Run 1, floorplan with the power grid:
The bar under the picture is 50 um long. Pins as bars on the die edge. Tap cells in grey.
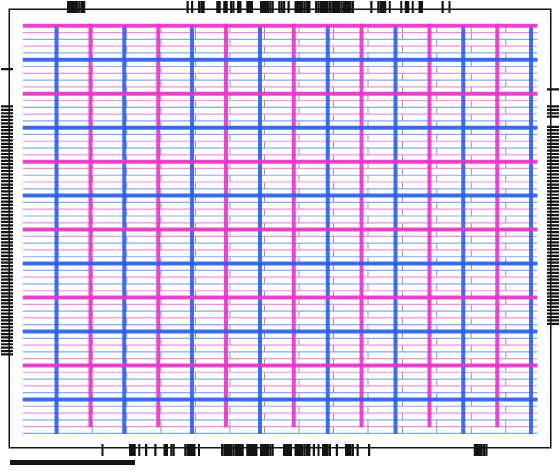
Run 1, cell outlines without signal wires:
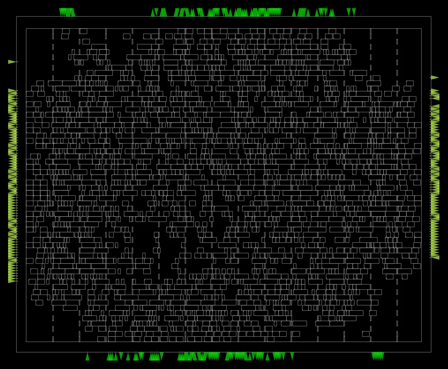
Run 1, cell classes on the final placement:
Fill, decap, tap and diode cells in grey.
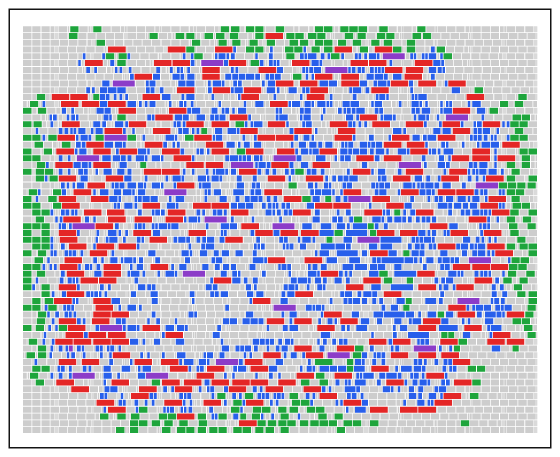
`config.mk`:
```
export PLATFORM = sky130hd
export DESIGN_NAME = tt_extractor
export DESIGN_NICKNAME = d
export VERILOG_FILES = /design/src/rtl/tt_extractor_pkg.sv /design/src/rtl/tt_extractor_lat_pipe.sv /design/src/rtl/tt_extractor.sv
export SDC_FILE = /design/constraint.sdc
export NUM_CORES = 1
export LEC_CHECK = 0
export CELL_PAD_IN_SITES_DETAIL_PLACEMENT = 0
export CELL_PAD_IN_SITES_GLOBAL_PLACEMENT = 1
export CORE_ASPECT_RATIO = 0.8
export CORE_MARGIN = 5
export CORE_UTILIZATION = 41
export CTS_CLUSTER_DIAMETER = 200
export CTS_CLUSTER_SIZE = 12
export DETAILED_ROUTE_END_ITERATION = 10
export PLACE_DENSITY = 0.89
export SYNTH_ARGS = -nofsm -noshare
export SYNTH_HDL_FRONTEND = slang
export SYNTH_SLANG_ARGS = --single-unit
```
`constraint.sdc`:
```
create_clock -name clk -period 8.45 [get_ports clk]
set_input_delay 1.2675 -clock clk [delete_from_list [all_inputs] [get_ports clk]]
set_output_delay 1.2675 -clock clk [all_outputs]
set_load 0.02 [all_outputs]
```
`src/rtl/tt_extractor_pkg.sv`:
```
// Shared constants, FSM state type and a hex formatting helper for the
// truth-table extractor.
package tt_pkg;

   localparam int unsigned N_IN_DEF = 7;
   localparam int unsigned TT_W_DEF = 128;

   typedef enum logic [1:0] {IDLE, SWEEP, DRAIN, DONE} state_e;

   function automatic string tt_to_hex_str(input logic [TT_W_DEF-1:0] tt);
      return $sformatf("%h", tt);
   endfunction

endpackage

```
`src/rtl/tt_extractor_lat_pipe.sv`:
```
// LAT-deep {vld, idx} delay line that tracks samples through the
// function-under-test; a plain wire-through when LAT is zero.
module tt_lat_pipe #(
   parameter int unsigned LAT = 0,
   parameter int unsigned W   = 7
) (
   input  logic         clk,
   input  logic         rst_n,
   input  logic         vld_in,
   input  logic [W-1:0] idx_in,
   output logic         vld_out,
   output logic [W-1:0] idx_out
);

   if (LAT == 0) begin : g_wire
      logic unused_clk_rst;
      assign unused_clk_rst = clk ^ rst_n;
      assign vld_out        = vld_in;
      assign idx_out        = idx_in;
   end else begin : g_pipe
      logic [LAT-1:0] vld_q;
      logic [LAT-1:0] vld_d;
      logic [W-1:0]   idx_q [LAT];
      logic [W-1:0]   idx_d [LAT];

      always_comb begin
         vld_d[0] = vld_in;
         idx_d[0] = idx_in;
         for (int unsigned i = 1; i < LAT; i++) begin
            vld_d[i] = vld_q[i-1];
            idx_d[i] = idx_q[i-1];
         end
      end

      always_ff @(posedge clk) begin
         if (!rst_n) begin
            vld_q <= '0;
            for (int unsigned i = 0; i < LAT; i++) begin
               idx_q[i] <= '0;
            end
         end else begin
            vld_q <= vld_d;
            idx_q <= idx_d;
         end
      end

      assign vld_out = vld_q[LAT-1];
      assign idx_out = idx_q[LAT-1];
   end

endmodule

```
`src/rtl/tt_extractor.sv`:
```
// Sweeps every input vector into a function-under-test and reassembles its
// outputs into a truth-table word, its on-set size and an expected-table match.
module tt_extractor
   import tt_pkg::*;
#(
   parameter  int unsigned N_IN = N_IN_DEF,
   parameter  int unsigned LAT  = 0,
   localparam int unsigned TT_W = 2 ** N_IN
) (
   input  logic            clk,
   input  logic            rst_n,
   input  logic            start,
   output logic            busy,
   output logic            done,
   output logic [N_IN-1:0] probe,
   output logic            probe_vld,
   input  logic            f_in,
   input  logic [TT_W-1:0] exp_tt,
   output logic [TT_W-1:0] tt,
   output logic [N_IN:0]   ones,
   output logic            match
);

   localparam int unsigned DW = $clog2(LAT + 2);

   state_e          state_q, state_d;
   logic [N_IN:0]   idx_q, idx_d;
   logic [N_IN-1:0] probe_q, probe_d;
   logic            probe_vld_q, probe_vld_d;
   logic            busy_q, busy_d;
   logic            done_q, done_d;
   logic [TT_W-1:0] tt_q, tt_d;
   logic [TT_W-1:0] exp_q, exp_d;
   logic [N_IN:0]   ones_q, ones_d;
   logic            match_q, match_d;
   logic [DW-1:0]   drain_q, drain_d;
   logic            sweep_end;
   logic            dly_vld;
   logic [N_IN-1:0] dly_idx;

   tt_lat_pipe #(
      .LAT (LAT),
      .W   (N_IN)
   ) u_lat_pipe (
      .clk     (clk),
      .rst_n   (rst_n),
      .vld_in  (probe_vld_q),
      .idx_in  (probe_q),
      .vld_out (dly_vld),
      .idx_out (dly_idx)
   );

   always_comb begin
      state_d     = state_q;
      idx_d       = idx_q;
      probe_d     = probe_q;
      probe_vld_d = 1'b0;
      busy_d      = busy_q;
      done_d      = 1'b0;
      tt_d        = tt_q;
      exp_d       = exp_q;
      ones_d      = ones_q;
      match_d     = match_q;
      drain_d     = drain_q;
      sweep_end   = 1'b0;

      if (dly_vld) begin
         tt_d[dly_idx] = f_in;
         ones_d        = ones_q + (N_IN+1)'(f_in);
      end

      case (state_q)
         IDLE: begin
            if (start) begin
               state_d     = SWEEP;
               tt_d        = '0;
               ones_d      = '0;
               match_d     = 1'b0;
               exp_d       = exp_tt;
               probe_d     = '0;
               probe_vld_d = 1'b1;
               idx_d       = (N_IN+1)'(1);
               busy_d      = 1'b1;
            end
         end
         SWEEP: begin
            // idx runs one ahead of probe, so TT_W means the last vector is on the bus now
            if (idx_q == (N_IN+1)'(TT_W)) begin
               if (LAT == 0) begin
                  sweep_end = 1'b1;
               end else begin
                  state_d = DRAIN;
                  drain_d = DW'(LAT - 1);
               end
            end else begin
               probe_d     = idx_q[N_IN-1:0];
               probe_vld_d = 1'b1;
               idx_d       = idx_q + (N_IN+1)'(1);
            end
         end
         DRAIN: begin
            if (drain_q == '0) begin
               sweep_end = 1'b1;
            end else begin
               drain_d = drain_q - DW'(1);
            end
         end
         DONE: begin
            state_d = IDLE;
         end
         default: begin
            state_d = IDLE;
         end
      endcase

      if (sweep_end) begin
         state_d = DONE;
         done_d  = 1'b1;
         busy_d  = 1'b0;
         match_d = (tt_d == exp_q);
      end
   end

   always_ff @(posedge clk) begin
      if (!rst_n) begin
         state_q     <= IDLE;
         idx_q       <= '0;
         probe_q     <= '0;
         probe_vld_q <= 1'b0;
         busy_q      <= 1'b0;
         done_q      <= 1'b0;
         tt_q        <= '0;
         exp_q       <= '0;
         ones_q      <= '0;
         match_q     <= 1'b0;
         drain_q     <= '0;
      end else begin
         state_q     <= state_d;
         idx_q       <= idx_d;
         probe_q     <= probe_d;
         probe_vld_q <= probe_vld_d;
         busy_q      <= busy_d;
         done_q      <= done_d;
         tt_q        <= tt_d;
         exp_q       <= exp_d;
         ones_q      <= ones_d;
         match_q     <= match_d;
         drain_q     <= drain_d;
      end
   end

   assign busy      = busy_q;
   assign done      = done_q;
   assign probe     = probe_q;
   assign probe_vld = probe_vld_q;
   assign tt        = tt_q;
   assign ones      = ones_q;
   assign match     = match_q;

endmodule

```
==> run summary, run 1 <==
Implementation numbers.

- The cell chosen for the clock root is sky130_fd_sc_hd__clkbuf_16.
- The critical path starts at start.
- Once detail routing completed, the nets flagged for antenna violations numbered 0.
- The number of resized instances in the post-cts repair step is 0.
- Once placement completed, the tool counted placed cells totaling 2,334.
- The post-CTS setup-driven buffer insertion count is 0.
- The top cell type in the final layout, fill and taps aside, is sky130_fd_sc_hd__nand2_1.
- The startpoint type of the worst setup path is an input port.
- The number of max-cap violations is 0.
- The wire length per cell after detailed routing is 22.7 um.
- The die covers 0.0378 sq mm.
- The routed layout reports a DRC error count of 0.
- The synthesis log from Yosys contains 0 warnings.
- The origin of the worst min-delay path is exp_q[119].
- The critical path depth in cells is 11.
- Logic depth along the worst register-to-register path is recorded as 12.
- The share of synthesized cell area in and-or and or-and compound cells is 16.2%.
- When the netlist entered floorplanning its net count stood at 1,877.
- The final count of pins violating max slew is 0.
- The combined area of the multi-input logic cells is 0.00767 sq mm.
- The number of nets in the finished design is 2,070.
- The endpoint of the most critical setup path is match.
- For this run, the detailed router reports a per-instance via density of 5.77.
- The share of the clock period used by the worst path after layout is 56.9%.
- In this run, the clock network consumes between 30 and 40% of the power.
- The adder-cell share of the synthesized area is less than 1%.
- After legalization and detailed placement, the total HPWL measured roughly 38,000 um.
- The synthesis run shows the most used standard cells to be sky130_fd_sc_hd__nand2_1, sky130_fd_sc_hd__dfxtp_1, sky130_fd_sc_hd__a21oi_1, sky130_fd_sc_hd__nor2_1, sky130_fd_sc_hd__mux2i_1.
- The most popular library cell in the synthesized design by count is sky130_fd_sc_hd__nand2_1.
- Leaving out the clock tree, the finished layout contains an inverter count of 10.
- The register area is 0.00571 sq mm.
- The destination of the worst hold path is exp_q[119].
- For the worst reg-to-reg path, the startpoint reported by OpenROAD is state_q[0].
- The number of iterations in the first detailed-routing pass is 9.
- The wire length of the first global-routing pass is ~80,000 um.
- In this build the clock could be raised as far as 0.208 GHz.
- After synthesis, the design contains 1,736 cells according to Yosys.
- The data required time at the worst endpoint is roughly 8.9 ns.
- The critical path's largest stage delay is 0.67 ns.
- By instance count, the cell type seen most on the critical path is sky130_fd_sc_hd__or4_1.
- The final design was reported to hold multi-input combinational gates totalling 1,307.
- The headroom to the max-slew limit is 22.0%.
- The tally of OpenROAD warnings is 33.
- The post-synthesis instance area is 0.0139 sq mm.
- The cell with the biggest individual delay on the critical path is sky130_fd_sc_hd__nand2_4.
- In the final timing run, aggregate negative setup slack is 0 ns.
- The routed design has 53,600 um of wire.
- The script extracted a net switching power of between 0.7 and 0.8 mW.
- Sequential cells consume a total of 1.43 mW.
- Global routing used 6.63% of the available met3 tracks.
- The fraction of the core area occupied by cells at floorplan is slightly above 40%.
- Signal nets in the final route climb as high as met4.
- The worst setup path is captured at a flip-flop.
- The synthesized flop and latch total is 285.
- The worst-case clock skew is 0.0114 ns.
- The final route contains ~14,000 vias.
- Looking at the group totals, the largest power group turns out to be registers.
- The run finished with clean final reports.
- The number of ports placed on the die boundary is 279.
- Entering global routing, the biggest net connects 156 pins.
- The family of cells with the greatest summed delay on the critical path is simple AND/OR/NAND/NOR gates.
- TritonCTS built the clock tree.
- The area of the synthesized netlist per yosys stat is 0.0139 sq mm.
- Setup repair after global routing left no endpoint under its margin.
- The worst voltage drop across the vdd grid is 0.113 mV.
- The power drawn by the clock network is 1.07 mW.
- Counting distinct cell types in the post-synthesis netlist gives 80.
- The clock reaches the later pin of the worst-skew pair after between 0.5 and 0.6 ns.
- The final worst slack is ~3.6 ns.
- The critical path is of the input port to flip-flop type.
- The placed standard-cell area is 0.0169 sq mm.
- Across all hold checks on the routed design, the worst slack comes to ~0.48 ns.
- The script computed a power per unit cell area of 160 mW/mm^2.
- The share of final layout cell area taken by clock buffers and inverters is 3.87%.
- The most instantiated flip-flop cell in the synthesis netlist is sky130_fd_sc_hd__dfxtp_1.
- Of the total standard cell area in the layout, the multi-input combinational portion is 43.6%.
- Combinational logic is responsible for 11.3% of the overall power.
- The clock transition time at the flip-flop clock pins of the worst setup and hold paths is 0.07 ns.
- The number of levels in the clock H-tree is 1.
- In this run, the synthesized area fraction spent on xor and xnor cells is recorded as 4.59%.
- The cell-mix breakdown from Yosys lists the simple-gate area share as 26.0%.
- After detailed routing, the wire length on met1 is 23,500 um.
- The number of buffers inserted for hold repair after clock tree synthesis is 0.
- The count of library flops with an enable pin is 0.
- The mean post-synth cell area is 8.03 sq um.
- The number of clock buffers added by TritonCTS is 27.
- Global routing consumed, over all layers together, about a quarter of the routing resources.
- The count of endpoints failing setup in the final report is 0.
- The number of antenna violations at the first check in global routing is 0.
- Per the final report, the share of cell area in non-clock buffers is 16.7%.
- The layout sequential cell count is 285.
- Per the synth stats, the proportion of register bits with asynchronous set or reset is 0%.
- The number of global-route vias before repair is 13,007.
- Detailed routing placed a total of 5120 um of wire on met3.
- In this run, the number of DRC markers left after iteration 0 of detailed routing was approximately 1,400.
- The worst reg2reg path endpoint is match.
- The met2 routing resource usage after global routing is 41.1%.
- The overall overflow remaining after global route is 0.
- The synthesis run shows multiplexers occupying 6.72% of the cell area.
- In the synthesized netlist, the number of instances is roughly 1,700.
- The main logic family after synthesis is simple AND/OR/NAND/NOR gates.
- The transition time at the pin with the least slew margin is 1.17 ns.
- The post-route netlist has around 4.5% of its cells at a drive strength greater than 1.
- The layout clock buffer count is 27.
- In the layout the commonest cells are sky130_fd_sc_hd__nand2_1, sky130_fd_sc_hd__dfxtp_1, sky130_fd_sc_hd__clkdlybuf4s50_1.
- For the worst setup path, the data arrival time is roughly 5.3 ns.
- The placement summary gives the final routability congestion estimate as 0.913.
- For this run, global-route usage on met1 was measured as 37.2%.
- The report lists the cells along the critical path as clkdlybuf4s50_1 > nand2_4 > buf_4 > o211ai_1 > o311ai_0 > o2111ai_1 > a2111oi_0 > nand4_1 > or4_1 > or4_1 > o22ai_2.
- The cell type contributing the most total cell area after synthesis is sky130_fd_sc_hd__dfxtp_1.
- The number of well-tap cells placed is about 430.
- The setup slack of the worst register-to-register path is 4.06 ns.
- The power report attributes to the sequential group a share of 50.7%.
About 'floorplan with the power grid':
net	colour
VSS	blue
VDD	magenta
rows	60
tap cells	434
met5 straps	12
core footprint: 0.0336 sq mm
die y size: 175 um

About 'cell outlines without signal wires':
Layout Cells excl Fill: 2,362
Core Util, Final: 52.3%
Seq/total area: 32.5%
filler cell count in the final layout: 3,212
number of placement rows: 60

About 'cell classes on the final placement':
class	colour	cells	share of their area
remaining logic cells	blue	1,317	45%
registers	red	285	33%
remaining buffers and delay cells	green	298	17%
clock drivers and dummy loads	purple	28	4.0%
cell area after layout: 0.0176 sq mm

Run 1, port wiring:
The bar under the picture is 50 um long.
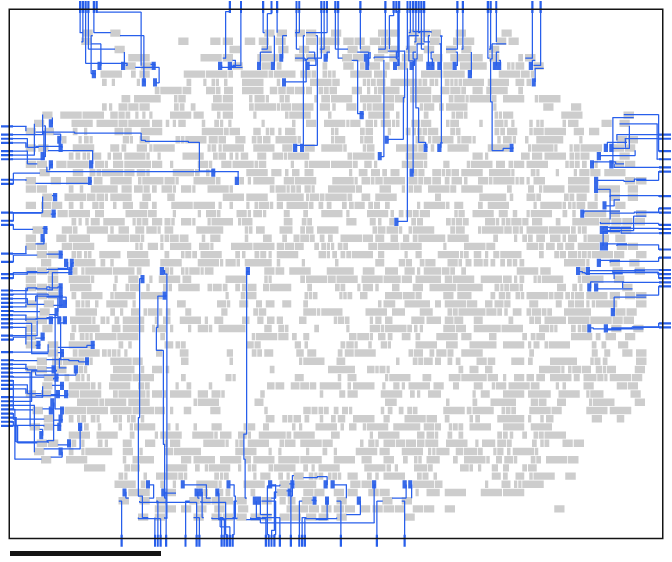

==> run 2, diff against run 1 <==
--- a/config.mk
+++ b/config.mk
@@ -9,11 +9,11 @@
 export CELL_PAD_IN_SITES_GLOBAL_PLACEMENT = 1
 export CORE_ASPECT_RATIO = 0.8
 export CORE_MARGIN = 5
-export CORE_UTILIZATION = 41
+export CORE_UTILIZATION = 35
 export CTS_CLUSTER_DIAMETER = 200
 export CTS_CLUSTER_SIZE = 12
 export DETAILED_ROUTE_END_ITERATION = 10
-export PLACE_DENSITY = 0.89
+export PLACE_DENSITY = 0.81
 export SYNTH_ARGS = -nofsm -noshare
 export SYNTH_HDL_FRONTEND = slang
 export SYNTH_SLANG_ARGS = --single-unit
==> constraint.sdc (replaced) <==
create_clock -name clk -period 4.2 [get_ports clk]
set_input_delay 0.63 -clock clk [delete_from_list [all_inputs] [get_ports clk]]
set_output_delay 0.63 -clock clk [all_outputs]
set_load 0.02 [all_outputs]
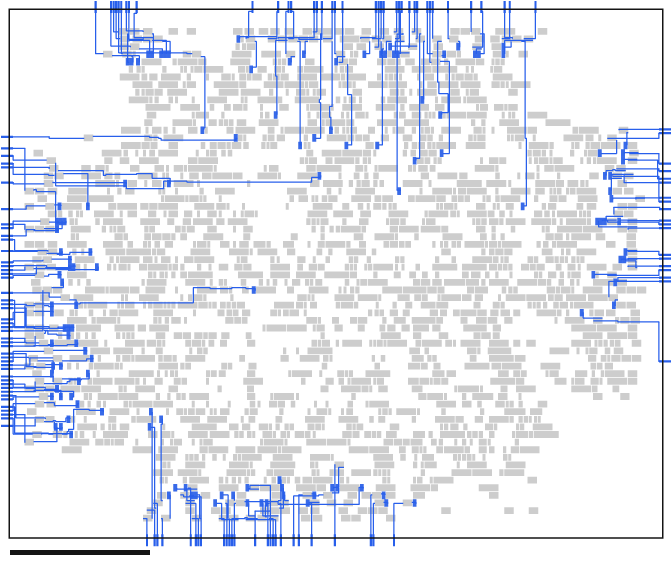
Run 2: port wiring
The bar under the picture is 50 um long.
port	colour	bits	direction	edge	end cells	buffers	wire
exp_tt	blue	128	input	45 west, 38 north, 26 south, 19 east	128	128	3,720 um
number of input and output port buffers inserted: 278
top-level I/O count: 279

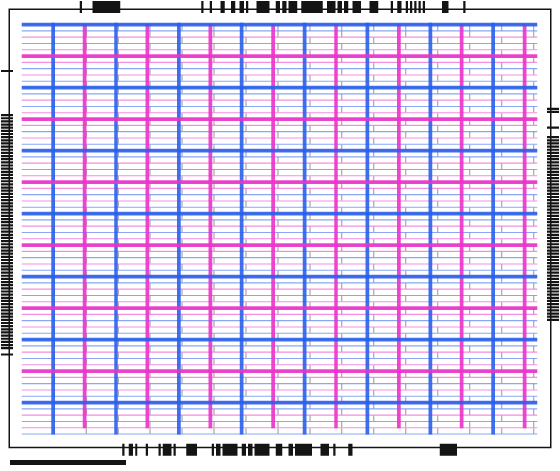
Run 2: floorplan with the power grid
The bar under the picture is 50 um long. Pins as bars on the die edge. Tap cells in grey.
net	colour
VDD	magenta
VSS	blue
tap cells	536
signal pins	279
rows	65
core footprint: 0.0394 sq mm
Worst VDD drop: 0.303 mV
Horiz. Die Dim: 233 um

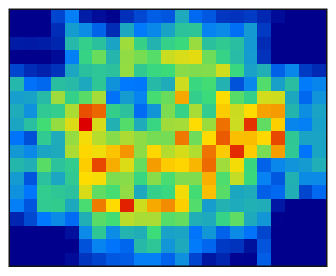
Run 2: wire density map
23 x 19 tiles, from dark blue (low) to red (high), scaled to the fullest tile. Values are wire area over tile area, all layers added.
nearly empty tiles	14%
mean over tiles	0.21
tiles over half the peak	31%
densest ninth of the die	centre
emptiest ninth of the die	south-east
fullest tile	0.56
Vias: 13,798
final routed wirelength across all metal layers: 56,400 um

==> run summary, run 2 <==
Implementation numbers.

- The run finished with clean final reports.
- The largest net degree at the start of global routing is 72.
- The routed length on met3 is 5360 um.
- The wire length of the first global-routing pass is about 84,000 um.
- The worst-case clock skew is 0.0199 ns.
- STA classifies the critical path startpoint as a flip-flop.
- The register area is 0.00571 sq mm.
- RePlAce ended its routability-driven mode at a weighted congestion of 0.922.
- Sequential cells placed in the final layout were counted as 285.
- The power drawn by the clock network is 2.19 mW.
- After routing the design area is 0.0181 sq mm.
- The floorplan die area is 0.0440 sq mm.
- The cell type that accounts for the most area after synthesis is sky130_fd_sc_hd__dfxtp_1.
- The setup slack of the worst register-to-register path is 0.28 ns.
- The share of layout cells above drive strength 1 is 6.70%.
- Per the post-synthesis stats, the area per cell is around 8.0 sq um.
- Summing every instance area after synthesis gives 0.0139 sq mm.
- The highest clock rate is 0.255 GHz.
- The commonest cells after synthesis are sky130_fd_sc_hd__nand2_1, sky130_fd_sc_hd__dfxtp_1, sky130_fd_sc_hd__a21oi_1, sky130_fd_sc_hd__nor2_1, sky130_fd_sc_hd__mux2i_1.
- The critical path depth in cells is 10.
- The arrival time of data at the critical path endpoint is between 4 and 5 ns.
- The met1 capacity usage during global routing is a little over a third.
- Setup slack closes at about 0.28 ns.
- The number of cells in Yosys stat is ~1,700.
- Per the cell usage report, the commonest logic cells after layout are sky130_fd_sc_hd__nand2_1, sky130_fd_sc_hd__dfxtp_1, sky130_fd_sc_hd__clkdlybuf4s50_1.
- The combinational cell fraction of total power is 11.8%.
- The final timing summary puts the cycle share of the worst path at 93.4%.
- In the per-layer breakdown of the detailed-route log, met1 shows between 20,000 and 30,000 um.
- The script computed a power per unit cell area of 316 mW/mm^2.
- After detailed routing, the number of remaining DRC violations is 0.
- OpenSTA lists the critical path endpoint as match.
- In this run the post-CTS setup repair buffer count came out at 0.
- In the synthesis report, Yosys lists the chip area as around 0.014 sq mm.
- Per the detail_route report, vias per standard cell equal 5.50.
- The clock buffer count from CTS is 27.
- The synthesis log from Yosys contains 0 warnings.
- Global routing consumed, over all layers together, 24.6% of the routing resources.
- Per the layout area report, the sequential fraction of cell area is about a third.
- For reference, full adder, half adder and majority cells occupy 0.808% of the area reported after synthesis.
- The share of total power dissipated in sequential elements is 50.0%.
- The non-filler instance count after layout is 2,507.
- In the final routed layout, each cell accounts on average for 22.5 um.
- The end-of-flow core utilization is around 46%.
- Among all stages on the critical path, the maximum delay recorded is 0.65 ns.
- CTS built an H-tree with a depth of 1.
- The path with the worst hold slack has its endpoint at exp_q[60].
- The layout buffering overhead excluding clock cells is 18.4%.
- The number of resized instances in the post-cts repair step is 0.
- In this run, the synthesized area fraction spent on xor and xnor cells is recorded as 4.59%.
- The net switching power in the latest report is 1.51 mW.
- The number of antenna violations at the first check in global routing came to 0.
- The cell with the biggest individual delay on the critical path is sky130_fd_sc_hd__dfxtp_1.
- The met3 layer usage reported by global route is 6.24%.
- The main logic family after synthesis is simple AND/OR/NAND/NOR gates.
- The layout clock buffer count is 27.
- Per the final report, max-transition violations number 0.
- The most instantiated flip-flop cell in the synthesis netlist is sky130_fd_sc_hd__dfxtp_1.
- The kind of critical path is flip-flop to flip-flop.
- Counting flops with a built-in enable in the synthesized netlist gives 0.
- For this run, combinational gates with multiple inputs come to 1,307.
- The floorplan has 65 rows.
- The clock transition time at the flip-flop clock pins of the worst setup and hold paths is 0.06 ns.
- The final layout report lists a non-clock inverter count of 10.
- The number of buffers inserted for hold repair after clock tree synthesis is 0.
- For the worst setup path, the data required time is 4.70 ns.
- The number of global-route vias before repair came to 13,371.
- The finished design was reported to have a net count of 2,111.
- The share of final layout cell area taken by clock buffers and inverters is 3.87%.
- The minimum hold slack is 0.469 ns.
- The total nets after synthesis is between 1,500 and 2,000.
- The signal on the critical path passes through buf_4 > and4b_1 > buf_4 > nand2_1 > a31oi_1 > o221ai_1 > or4_1 > or4_1 > or4_1 > o22ai_2.
- Across the whole layout, multi-input logic makes up 42.3% of the cell area.
- The largest power group is registers.
- The share of synthesized cell area in and-or and or-and compound cells is approximately 16%.
- Looking at the reg2reg group, the worst path starts from probe[4].
- The headroom to the max-slew limit is 38.8%.
Power is estimated from default activity; no workload was simulated.
